==> run_1/met1.png <==
Bar = 50 µm. Supply wires on this layer in gray.
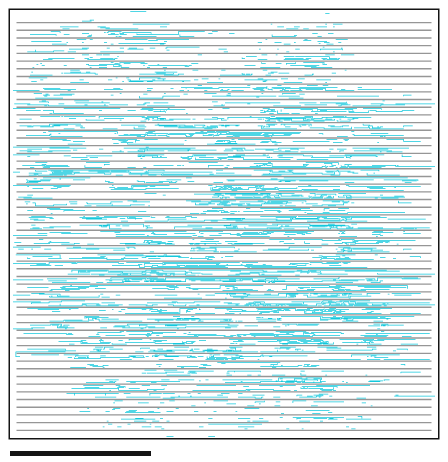
==> run_1/met2.png <==
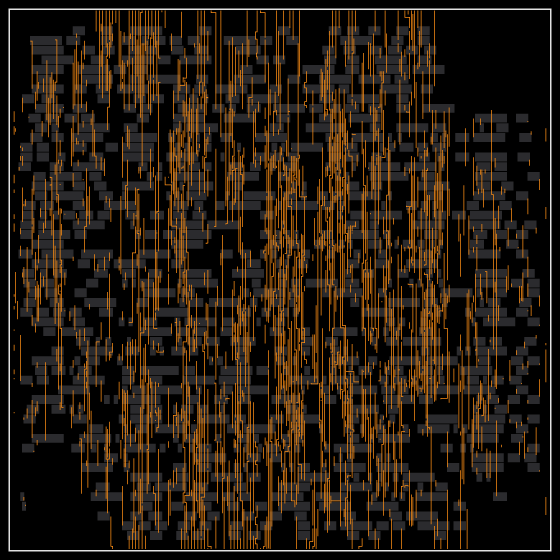
==> run_1/met3.png <==
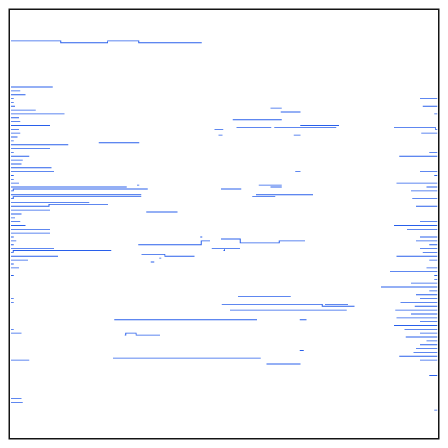
==> run_1/met4.png <==
Supply wires on this layer in gray.
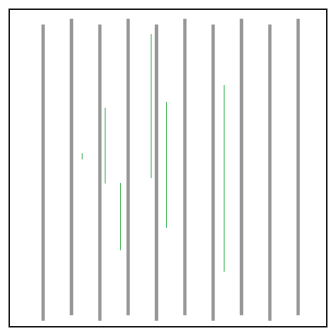
<file path="src/rtl/mem_lsu_pkg.sv">
// mem_lsu_pkg: shared definitions for the MIPS MEM-stage load/store unit.
//   - access size codes (SZ_BYTE/SZ_HALF/SZ_WORD, 2'b11 is illegal)
//   - FSM state encodings
//   - default word-index width of the attached Memory block
//   - helper that classifies illegal sizes and misaligned offsets
package mem_lsu_pkg;

    localparam logic [1:0] SZ_BYTE    = 2'b00;
    localparam logic [1:0] SZ_HALF    = 2'b01;
    localparam logic [1:0] SZ_WORD    = 2'b10;
    localparam logic [1:0] SZ_ILLEGAL = 2'b11;

    localparam int MEM_WORDS_LOG2_DEFAULT = 10;

    typedef enum logic [2:0] {
        IDLE   = 3'd0,
        LOAD   = 3'd1,
        RMW_RD = 3'd2,
        STORE  = 3'd3,
        RESP   = 3'd4
    } lsu_state_t;

    // True when the size code is illegal or the byte offset is not a
    // natural boundary for that size. Bytes may sit at any offset.
    function automatic logic bad_size_or_alignment(input logic [1:0] size,
                                                   input logic [1:0] offset);
        logic bad;
        case (size)
            SZ_BYTE: bad = 1'b0;
            SZ_HALF: bad = offset[0];
            SZ_WORD: bad = (offset != 2'b00);
            default: bad = 1'b1;
        endcase
        return bad;
    endfunction

endpackage

</file>
<file path="src/rtl/mem_lsu_if.sv">
// mem_lsu_if: bundle of the request/response handshake and the Memory bus.
//   slave  modport: the load/store unit (accepts requests, drives Memory).
//   master modport: the datapath side plus the Memory model (issues
//                   requests, supplies the combinational read word).
// Signals:
//   req_valid/req_ready  request handshake
//   req_we, req_size, req_signed, req_addr, req_wdata  request fields
//   resp_valid, resp_err, resp_rdata                   completion
//   mem_ren, mem_wen, mem_addr, mem_din                Memory strobes/data
//   mem_dout                                           Memory read word
interface mem_lsu_if #(
    parameter int N = 32
);

    logic         req_valid;
    logic         req_ready;
    logic         req_we;
    logic [1:0]   req_size;
    logic         req_signed;
    logic [N-1:0] req_addr;
    logic [N-1:0] req_wdata;

    logic         resp_valid;
    logic         resp_err;
    logic [N-1:0] resp_rdata;

    logic         mem_ren;
    logic         mem_wen;
    logic [N-1:0] mem_addr;
    logic [N-1:0] mem_din;
    logic [N-1:0] mem_dout;

    modport slave (
        input  req_valid, req_we, req_size, req_signed, req_addr, req_wdata,
        input  mem_dout,
        output req_ready, resp_valid, resp_err, resp_rdata,
        output mem_ren, mem_wen, mem_addr, mem_din
    );

    modport master (
        output req_valid, req_we, req_size, req_signed, req_addr, req_wdata,
        output mem_dout,
        input  req_ready, resp_valid, resp_err, resp_rdata,
        input  mem_ren, mem_wen, mem_addr, mem_din
    );

endinterface

</file>
<file path="src/rtl/mem_lsu_align.sv">
// lsu_align: combinational big-endian lane handling for the load/store unit.
//   word      : 32-bit word read from Memory
//   wdata     : store data, right-justified
//   offset    : byte offset within the word (addr[1:0])
//   size      : SZ_BYTE / SZ_HALF / SZ_WORD
//   is_signed : sign-extend byte/half loads
//   rdata     : extracted and extended load data
//   merged    : word with the store lane replaced, other bytes preserved
// Lane mapping is MIPS big-endian: offset 0 is bits [31:24].
// N is fixed at 32 for MIPS32, so lane positions are written out literally.
module lsu_align
    import mem_lsu_pkg::*;
#(
    parameter int N = 32
) (
    input  logic [N-1:0] word,
    input  logic [N-1:0] wdata,
    input  logic [1:0]   offset,
    input  logic [1:0]   size,
    input  logic         is_signed,
    output logic [N-1:0] rdata,
    output logic [N-1:0] merged
);

    logic [7:0]  lane_byte;
    logic [15:0] lane_half;

    always_comb begin
        lane_byte = word[31:24];
        case (offset)
            2'd0: lane_byte = word[31:24];
            2'd1: lane_byte = word[23:16];
            2'd2: lane_byte = word[15:8];
            2'd3: lane_byte = word[7:0];
            default: lane_byte = word[31:24];
        endcase
        // Halves are only ever at offset 0 or 2, so bit 1 picks the lane.
        lane_half = offset[1] ? word[15:0] : word[31:16];
    end

    always_comb begin
        rdata = '0;
        case (size)
            SZ_BYTE: rdata = {{24{is_signed & lane_byte[7]}}, lane_byte};
            SZ_HALF: rdata = {{16{is_signed & lane_half[15]}}, lane_half};
            SZ_WORD: rdata = word;
            default: rdata = '0;
        endcase
    end

    always_comb begin
        merged = word;
        case (size)
            SZ_BYTE: begin
                case (offset)
                    2'd0: merged[31:24] = wdata[7:0];
                    2'd1: merged[23:16] = wdata[7:0];
                    2'd2: merged[15:8]  = wdata[7:0];
                    2'd3: merged[7:0]   = wdata[7:0];
                    default: merged = word;
                endcase
            end
            SZ_HALF: begin
                if (offset[1]) begin
                    merged[15:0] = wdata[15:0];
                end else begin
                    merged[31:16] = wdata[15:0];
                end
            end
            SZ_WORD: merged = wdata;
            default: merged = word;
        endcase
    end

endmodule

</file>
<file path="src/rtl/mem_lsu.sv">
// mem_lsu: load/store unit between the MIPS MEM stage and word-addressed
// Memory. One request at a time; sub-word stores are read-modify-write.
// Ports:
//   clock : posedge clock
//   reset : asynchronous, active-low
//   bus   : mem_lsu_if.slave (request/response handshake and Memory bus)
// Every output on the bus is driven straight from a flop. The single
// always_comb computes the next value of each flop from the next state,
// so strobes line up with the state they belong to.
module mem_lsu
    import mem_lsu_pkg::*;
#(
    parameter int N              = 32,
    parameter int MEM_WORDS_LOG2 = MEM_WORDS_LOG2_DEFAULT
) (
    input logic     clock,
    input logic     reset,
    mem_lsu_if.slave bus
);

    lsu_state_t   state_q, state_d;

    logic [1:0]   size_q, size_d;
    logic         signed_q, signed_d;
    logic [1:0]   offset_q, offset_d;
    logic [N-1:0] wdata_q, wdata_d;

    logic         ready_q, ready_d;
    logic         resp_valid_q, resp_valid_d;
    logic         resp_err_q, resp_err_d;
    logic [N-1:0] resp_rdata_q, resp_rdata_d;
    logic         mem_ren_q, mem_ren_d;
    logic         mem_wen_q, mem_wen_d;
    logic [N-1:0] mem_addr_q, mem_addr_d;
    logic [N-1:0] mem_din_q, mem_din_d;

    logic         accept;
    logic         out_of_range;
    logic         req_bad;
    logic [N-1:0] load_data;
    logic [N-1:0] merged_word;

    // Lane handling works on the latched request against the live read word.
    lsu_align #(.N(N)) u_align (
        .word      (bus.mem_dout),
        .wdata     (wdata_q),
        .offset    (offset_q),
        .size      (size_q),
        .is_signed (signed_q),
        .rdata     (load_data),
        .merged    (merged_word)
    );

    // ready_q is still low on the first IDLE cycle after reset, which keeps
    // a request held across reset release from being taken too early.
    assign accept       = (state_q == IDLE) && ready_q && bus.req_valid;
    assign out_of_range = (bus.req_addr >> (MEM_WORDS_LOG2 + 2)) != '0;
    assign req_bad      = bad_size_or_alignment(bus.req_size, bus.req_addr[1:0])
                          || out_of_range;

    always_comb begin
        state_d      = state_q;
        size_d       = size_q;
        signed_d     = signed_q;
        offset_d     = offset_q;
        wdata_d      = wdata_q;
        mem_addr_d   = mem_addr_q;
        mem_din_d    = mem_din_q;
        resp_valid_d = 1'b0;
        resp_err_d   = 1'b0;
        resp_rdata_d = '0;

        case (state_q)
            IDLE: begin
                if (accept) begin
                    size_d     = bus.req_size;
                    signed_d   = bus.req_signed;
                    offset_d   = bus.req_addr[1:0];
                    wdata_d    = bus.req_wdata;
                    mem_addr_d = {2'b00, bus.req_addr[N-1:2]};
                    if (req_bad) begin
                        resp_valid_d = 1'b1;
                        resp_err_d   = 1'b1;
                        state_d      = RESP;
                    end else if (!bus.req_we) begin
                        state_d = LOAD;
                    end else if (bus.req_size == SZ_WORD) begin
                        mem_din_d = bus.req_wdata;
                        state_d   = STORE;
                    end else begin
                        state_d = RMW_RD;
                    end
                end
            end
            LOAD: begin
                resp_valid_d = 1'b1;
                resp_rdata_d = load_data;
                state_d      = RESP;
            end
            RMW_RD: begin
                mem_din_d = merged_word;
                state_d   = STORE;
            end
            STORE: begin
                resp_valid_d = 1'b1;
                state_d      = RESP;
            end
            RESP: begin
                state_d = IDLE;
            end
            default: begin
                state_d = IDLE;
            end
        endcase

        ready_d   = (state_d == IDLE);
        mem_ren_d = (state_d == LOAD) || (state_d == RMW_RD);
        mem_wen_d = (state_d == STORE);
    end

    always_ff @(posedge clock or negedge reset) begin
        if (!reset) begin
            state_q      <= IDLE;
            size_q       <= SZ_BYTE;
            signed_q     <= 1'b0;
            offset_q     <= 2'b00;
            wdata_q      <= '0;
            ready_q      <= 1'b0;
            resp_valid_q <= 1'b0;
            resp_err_q   <= 1'b0;
            resp_rdata_q <= '0;
            mem_ren_q    <= 1'b0;
            mem_wen_q    <= 1'b0;
            mem_addr_q   <= '0;
            mem_din_q    <= '0;
        end else begin
            state_q      <= state_d;
            size_q       <= size_d;
            signed_q     <= signed_d;
            offset_q     <= offset_d;
            wdata_q      <= wdata_d;
            ready_q      <= ready_d;
            resp_valid_q <= resp_valid_d;
            resp_err_q   <= resp_err_d;
            resp_rdata_q <= resp_rdata_d;
            mem_ren_q    <= mem_ren_d;
            mem_wen_q    <= mem_wen_d;
            mem_addr_q   <= mem_addr_d;
            mem_din_q    <= mem_din_d;
        end
    end

    assign bus.req_ready  = ready_q;
    assign bus.resp_valid = resp_valid_q;
    assign bus.resp_err   = resp_err_q;
    assign bus.resp_rdata = resp_rdata_q;
    assign bus.mem_ren    = mem_ren_q;
    assign bus.mem_wen    = mem_wen_q;
    assign bus.mem_addr   = mem_addr_q;
    assign bus.mem_din    = mem_din_q;

endmodule
</file>
<file path="src/flat_wrapper.sv">
// flat-port wrapper written by rule: the top's interface ports become plain ports
module mem_lsu_flat import mem_lsu_pkg::*;
#(
    parameter int N              = 32,
    parameter int MEM_WORDS_LOG2 = MEM_WORDS_LOG2_DEFAULT
)
  (clock, reset, bus_req_valid, bus_req_we, bus_req_size, bus_req_signed, bus_req_addr, bus_req_wdata, bus_mem_dout, bus_req_ready, bus_resp_valid, bus_resp_err, bus_resp_rdata, bus_mem_ren, bus_mem_wen, bus_mem_addr, bus_mem_din);
  mem_lsu_if #(.N(N)) bus_i ();
  input logic clock;
  input logic reset;
  input wire logic [$bits(bus_i.req_valid)-1:0] bus_req_valid;
  input wire logic [$bits(bus_i.req_we)-1:0] bus_req_we;
  input wire logic [$bits(bus_i.req_size)-1:0] bus_req_size;
  input wire logic [$bits(bus_i.req_signed)-1:0] bus_req_signed;
  input wire logic [$bits(bus_i.req_addr)-1:0] bus_req_addr;
  input wire logic [$bits(bus_i.req_wdata)-1:0] bus_req_wdata;
  input wire logic [$bits(bus_i.mem_dout)-1:0] bus_mem_dout;
  output wire logic [$bits(bus_i.req_ready)-1:0] bus_req_ready;
  output wire logic [$bits(bus_i.resp_valid)-1:0] bus_resp_valid;
  output wire logic [$bits(bus_i.resp_err)-1:0] bus_resp_err;
  output wire logic [$bits(bus_i.resp_rdata)-1:0] bus_resp_rdata;
  output wire logic [$bits(bus_i.mem_ren)-1:0] bus_mem_ren;
  output wire logic [$bits(bus_i.mem_wen)-1:0] bus_mem_wen;
  output wire logic [$bits(bus_i.mem_addr)-1:0] bus_mem_addr;
  output wire logic [$bits(bus_i.mem_din)-1:0] bus_mem_din;
  assign bus_i.req_valid = bus_req_valid;
  assign bus_i.req_we = bus_req_we;
  assign bus_i.req_size = bus_req_size;
  assign bus_i.req_signed = bus_req_signed;
  assign bus_i.req_addr = bus_req_addr;
  assign bus_i.req_wdata = bus_req_wdata;
  assign bus_i.mem_dout = bus_mem_dout;
  assign bus_req_ready = bus_i.req_ready;
  assign bus_resp_valid = bus_i.resp_valid;
  assign bus_resp_err = bus_i.resp_err;
  assign bus_resp_rdata = bus_i.resp_rdata;
  assign bus_mem_ren = bus_i.mem_ren;
  assign bus_mem_wen = bus_i.mem_wen;
  assign bus_mem_addr = bus_i.mem_addr;
  assign bus_mem_din = bus_i.mem_din;
  mem_lsu #(.N(N), .MEM_WORDS_LOG2(MEM_WORDS_LOG2)) u_core (.clock(clock), .reset(reset), .bus(bus_i));
endmodule
</file>
<file path="config.mk">
export PLATFORM = sky130hd
export DESIGN_NAME = mem_lsu_flat
export DESIGN_NICKNAME = d
export VERILOG_FILES = /design/src/rtl/mem_lsu_pkg.sv /design/src/rtl/mem_lsu_if.sv /design/src/rtl/mem_lsu_align.sv /design/src/rtl/mem_lsu.sv /design/src/flat_wrapper.sv
export SDC_FILE = /design/constraint.sdc
export NUM_CORES = 1
export LEC_CHECK = 0
export CAP_MARGIN = 20
export CELL_PAD_IN_SITES_DETAIL_PLACEMENT = 1
export CELL_PAD_IN_SITES_GLOBAL_PLACEMENT = 2
export CORE_MARGIN = 2
export CORE_UTILIZATION = 32
export CTS_CLUSTER_DIAMETER = 120
export DETAILED_ROUTE_END_ITERATION = 12
export GPL_ROUTABILITY_DRIVEN = 0
export PLACE_DENSITY_LB_ADDON = 0.15
export SLEW_MARGIN = 20
export SYNTH_ARGS = -nofsm -noshare
export SYNTH_HDL_FRONTEND = slang
export SYNTH_SLANG_ARGS = --single-unit
</file>
<file path="constraint.sdc">
create_clock -name clock -period 3.46 [get_ports clock]
set_clock_uncertainty 0.15 [all_clocks]
set_input_delay 1.038 -clock clock [delete_from_list [all_inputs] [get_ports clock]]
set_output_delay 1.038 -clock clock [all_outputs]
set_load 0.005 [all_outputs]
</file>
==> flow_metrics.env, run 1 <==
# yosys + openroad results
export IMPL_num_nets_final=907
export IMPL_chip_area_um2=22900
export IMPL_min_period_ns=2.96
export IMPL_max_cap_viol_count=0
export IMPL_grt_util_all_layers=0.211
export IMPL_simple_gate_share=0.0823
export IMPL_worst_setup_path_type="input port to flip-flop"
export IMPL_crit_path_end="u_core.bus.mem_din[7]"
export IMPL_aoi_share=0.125
export IMPL_top_cells_by_count="dfrtp_1, mux2_2, nand2_1"
export IMPL_edf_count=0
export IMPL_via_per_inst=5.18
export IMPL_finalWorstSetupSlack_ns=0.495
export IMPL_cp_top_family="simple AND/OR/NAND/NOR gates"
export IMPL_hold_class="flip-flop to flip-flop"
export IMPL_synth_cell_types=41
export IMPL_outcome="finished clean"
export IMPL_worstRegToRegCells=4
export IMPL_log_warning_count=26
export IMPL_p_clk_w=0.00209
export IMPL_die_h_um=151
export IMPL_syn_inst=610
export IMPL_rsz0062_at_grt="false"
export IMPL_top_area_frac=0.501
export IMPL_inverters=4
export IMPL_overflow=0
export IMPL_critical_path_depth=7
export IMPL_worstHoldStart="u_core.bus.mem_din[28]"
export IMPL_cp_start_kind="input port"
export IMPL_synth_flops=139
export IMPL_cts_resized=0
export IMPL_seq_share=0.349
export IMPL_clk_pin_slew_worst_paths_ns=0.06
export IMPL_p_total_w=0.00545
## Picture notes: met1.png
longest straight run: 52.0 µm
wire length on this layer: 10400 µm
main direction: horizontal

## Picture notes: met2.png
longest straight run: 50.0 µm
main direction: vertical
nets with wire on the layer: 798
wire length on this layer: 11400 µm
share of all routed wire: 48%

## Picture notes: met3.png
share of all routed wire: 6.4%
main direction: horizontal

## Picture notes: met4.png
main direction: vertical
longest straight run: 89.1 µm
nets with wire on the layer: 4

run 1: flip-flops by register name (all words and copies together) (netlist names):
signal / cells
u_core.state_q: 3
u_core.wdata_q: 32
u_core.offset_q: 2
u_core.bus.mem_din: 32
u_core.bus.resp_err: 1
u_core.size_q: 2
u_core.bus.req_ready: 1
u_core.signed_q: 1
u_core.bus.resp_valid: 1
u_core.bus.mem_addr: 30
u_core.bus.mem_wen: 1
u_core.bus.resp_rdata: 32
u_core.bus.mem_ren: 1
run 1: layer usage:
metal / vias to the layer above / part of all wire
met5: - / 0.00055
met1: 2853 / 0.44
li1: 2613 / -
met4: 2 / 0.012
met2: 168 / 0.48
met3: 19 / 0.064
==> run_1/final_congestion.png <==
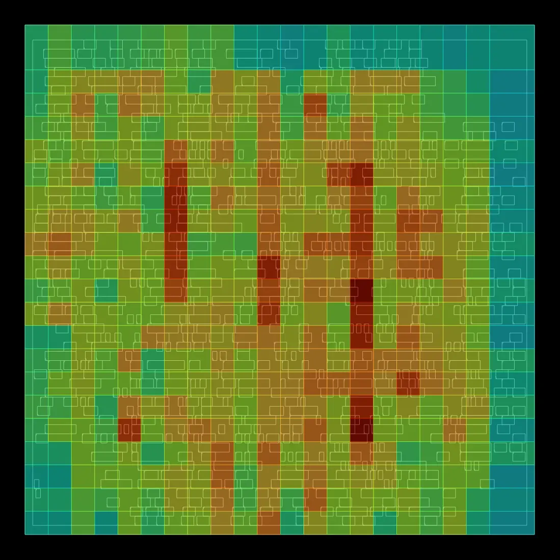

## Run 2: what changed since run 1
- CAP_MARGIN: 20 -> 0
- CORE_UTILIZATION: 32 -> 43
- DONT_BUFFER_PORTS: not set -> 1
==> run_2/final_congestion.png <==
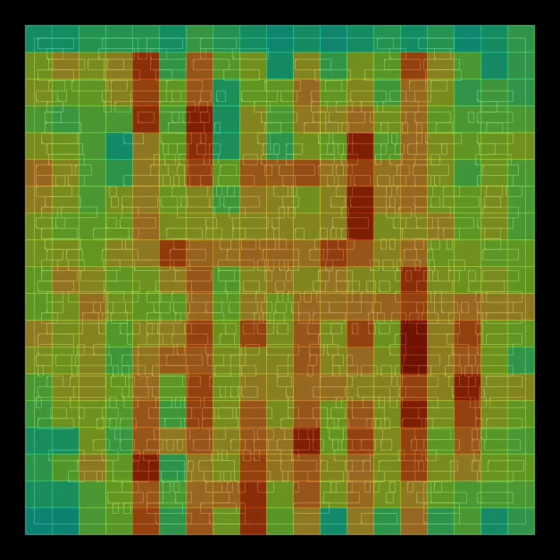
global-route met2 utilization: 0.394
WL/cell: 24.6 µm

==> run 2 against run 1 <==
Against the previous run:
- global-route usage up 2.9 points
- utilization rose by 1.8 points
- worst hold slack lost 0.19 ns
- area after synthesis unchanged
- wire length is 14% lower
- die size is 25% lower
- via count shrank 13%
- count of clock-buffer cells in the layout shrank 2
- first-iteration DRC count down 18%
- sequential share of layout area increased by 10 points
- largest power group is now registers
- sequential cell count did not move
- register-to-register slack lost 0.05 ns
==> flow_metrics.env, run 2 <==
# yosys + openroad results
export IMPL_cp_start_kind="flip-flop"
export IMPL_edf_count=0
export IMPL_clk_pin_slew_worst_paths_ns=0.06
export IMPL_critical_path_depth=5
export IMPL_cpPeakStageDelay_ns=0.78
export IMPL_max_cap_viol_count=0
export IMPL_p_total_w=0.00480
export IMPL_via_per_inst=5.92
export IMPL_log_warning_count=28
export IMPL_num_nets_final=702
export IMPL_synth_flops=139
export IMPL_min_period_ns=2.59
export IMPL_outcome="finished clean"
export IMPL_chip_area_um2=17200
export IMPL_grt_util_all_layers=0.240
export IMPL_top_area_frac=0.501
export IMPL_overflow=0
export IMPL_cts_resized=0
export IMPL_die_h_um=131
export IMPL_cp_top_family="flip-flops"
export IMPL_syn_inst=610
export IMPL_finalWorstSetupSlack_ns=0.873
export IMPL_synth_cell_types=41
export IMPL_hold_class="input port to async pin"
export IMPL_top_cells_by_count="dfrtp_1, mux2_2, nand2_1"
export IMPL_wl_met1_mm=8.34
==> run_2/met4.png <==
Supply wires on this layer in gray.
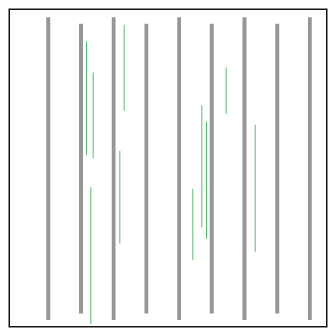
main direction: vertical
longest straight run: 56.4 µm
nets with wire on the layer: 7
share of all routed wire: 2.0%

[run 2: cell counts after synthesis]
No cell type changed its count.
[run 2: logic make-up after synthesis]
| family | Yosys count | synth area share |
|---|---|---|
| mux | 155 | 0.260 |
| buf+inv | 52 | 0.0321 |
| other cells | 1 | 0.000540 |
| compound gates | 136 | 0.125 |
| simple gates | 127 | 0.0823 |
| flops | 139 | 0.501 |
[run 2: layout make-up]
class | count | share of cell area
well taps | 216 | 0.0349
multi-input cells | 420 | 0.421
clock buffers | 19 | 0.0585
inverters | 4 | 0.00194
repair buffers | 17 | 0.0165
clock inverters | 13 | 0.0179
flip-flops and latches | 139 | 0.449
[run 2: power breakdown]
part | internal [W] | switching (W)
combinational | 0.000473 | 0.000477
clock | 0.00110 | 0.000723
sequential | 0.00181 | 0.000213
==> run_2/met2.png <==
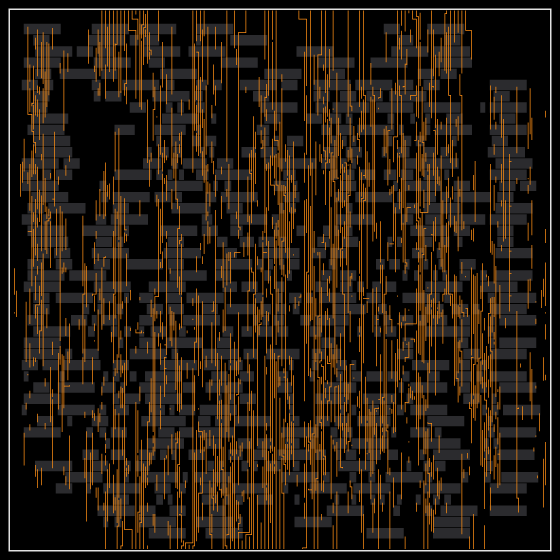

## Run 3: what changed since run 2
- CORE_UTILIZATION: 43 -> 40
- clock period: 3.46 -> 2.5 ns (I/O delays scaled with it)
==> run_3/met2.png <==
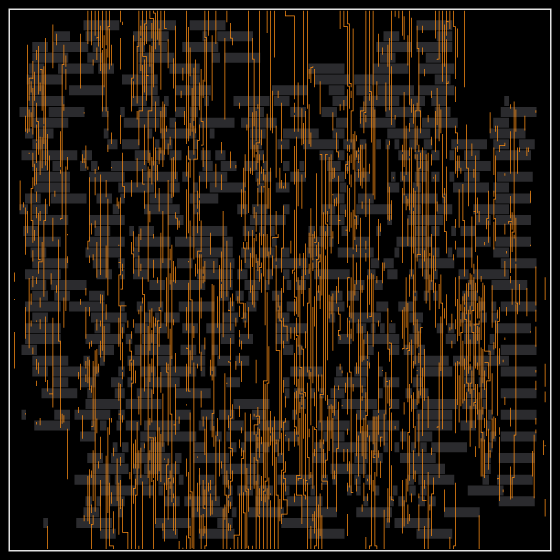
nets with wire on the layer: 631
share of all routed wire: 48%
main direction: vertical
wire length on this layer: 9800 µm
longest straight run: 54.1 µm

==> run 3 against run 2 <==
Against the previous run:
- the run now ends with hold timing left
- sequential cell count is the same
- area after synthesis is the same
- sequential power grew 37%
- largest cell class unchanged
- largest power group unchanged
==> flow_metrics.env, run 3 <==
# yosys + openroad results
export IMPL_chip_area_um2=18400
export IMPL_edf_count=0
export IMPL_mux_share=0.260
export IMPL_clk_share=0.0726
export IMPL_num_tap_cells=225
export IMPL_log_warning_count=30
export IMPL_p_comb_frac=0.205
export IMPL_swShare=0.304
export IMPL_finalWorstSetupSlack_ns=0.310
export IMPL_inverters=4
export IMPL_p_total_w=0.00656
export IMPL_num_nets_final=707
export IMPL_nonClkBufAreaFrac=0.0260
export IMPL_layout_area_top_class="flip-flops and latches"
export IMPL_p_clk_w=0.00243
export IMPL_xor_area_frac=0
export IMPL_comb_multi_input_count=420
export IMPL_seq_share=0.446
export IMPL_top_logic_kind="multiplexers"
export IMPL_outcome="finished with violations"
export IMPL_overflow=0
export IMPL_syn_inst=610
export IMPL_synth_cellmix_adderShare=0
export IMPL_seq_power_w=0.00278
export IMPL_min_period_ns=2.19
export IMPL_seqPwrFrac=0.424
export IMPL_comb_share=0.418
export IMPL_power_leader="registers"
export IMPL_whs_ns=-0.132
export IMPL_cts_resized=0
export IMPL_max_cap_viol_count=0
export IMPL_aoi_share=0.125
export IMPL_wl_per_cell_um=24.4
export IMPL_violations="hold timing"
export IMPL_clkbuf_count=18
export IMPL_nNonClkBuffers=22
export IMPL_hpwl_mm=14.8
export IMPL_top_cells_by_count="dfrtp_1, mux2_2, nand2_1"
export IMPL_cp_start_kind="flip-flop"
export IMPL_clk_pin_slew_worst_paths_ns=0.06
export IMPL_hold_class="input port to async pin"
export IMPL_via_per_inst=5.80
export IMPL_hold_violations=139
export IMPL_p_int_w=0.00457
export IMPL_switching_power_w=0.00199
export IMPL_synth_flops=139
export IMPL_grt_util_all_layers=0.230
==> run_3/met4.png <==
Supply wires on this layer in gray.
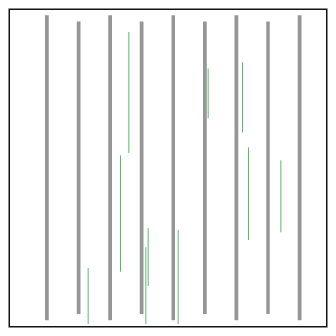
wire length on this layer: 343 µm
nets with wire on the layer: 8
longest straight run: 51.7 µm

run 3: cell types whose count changed in the layout (fill, tap and decap cells not counted), sizes merged:
cell and change:
buf +5, clkinv -2, clkinvlp +2, inv +2, bufinv -1, clkbuf -1
run 3: layer usage:
metal	track usage	up-vias	share of wire
met1	0.295	2496	0.42
met4	0.0764	0	0.017
li1	-	2198	-
met2	0.361	171	0.48
met3	0.0857	22	0.088
met5	0	-	0
run 3: worst max-delay path, cell delays in order, from the launching register on:
cell and delay, ns:
dfrtp_1 0.49, nor3_1 0.15, a211oi_4 0.53, mux2i_1 0.36
o21ai_1 0.10, mux2_1 0.29
Power and IR drop assume default switching activity.
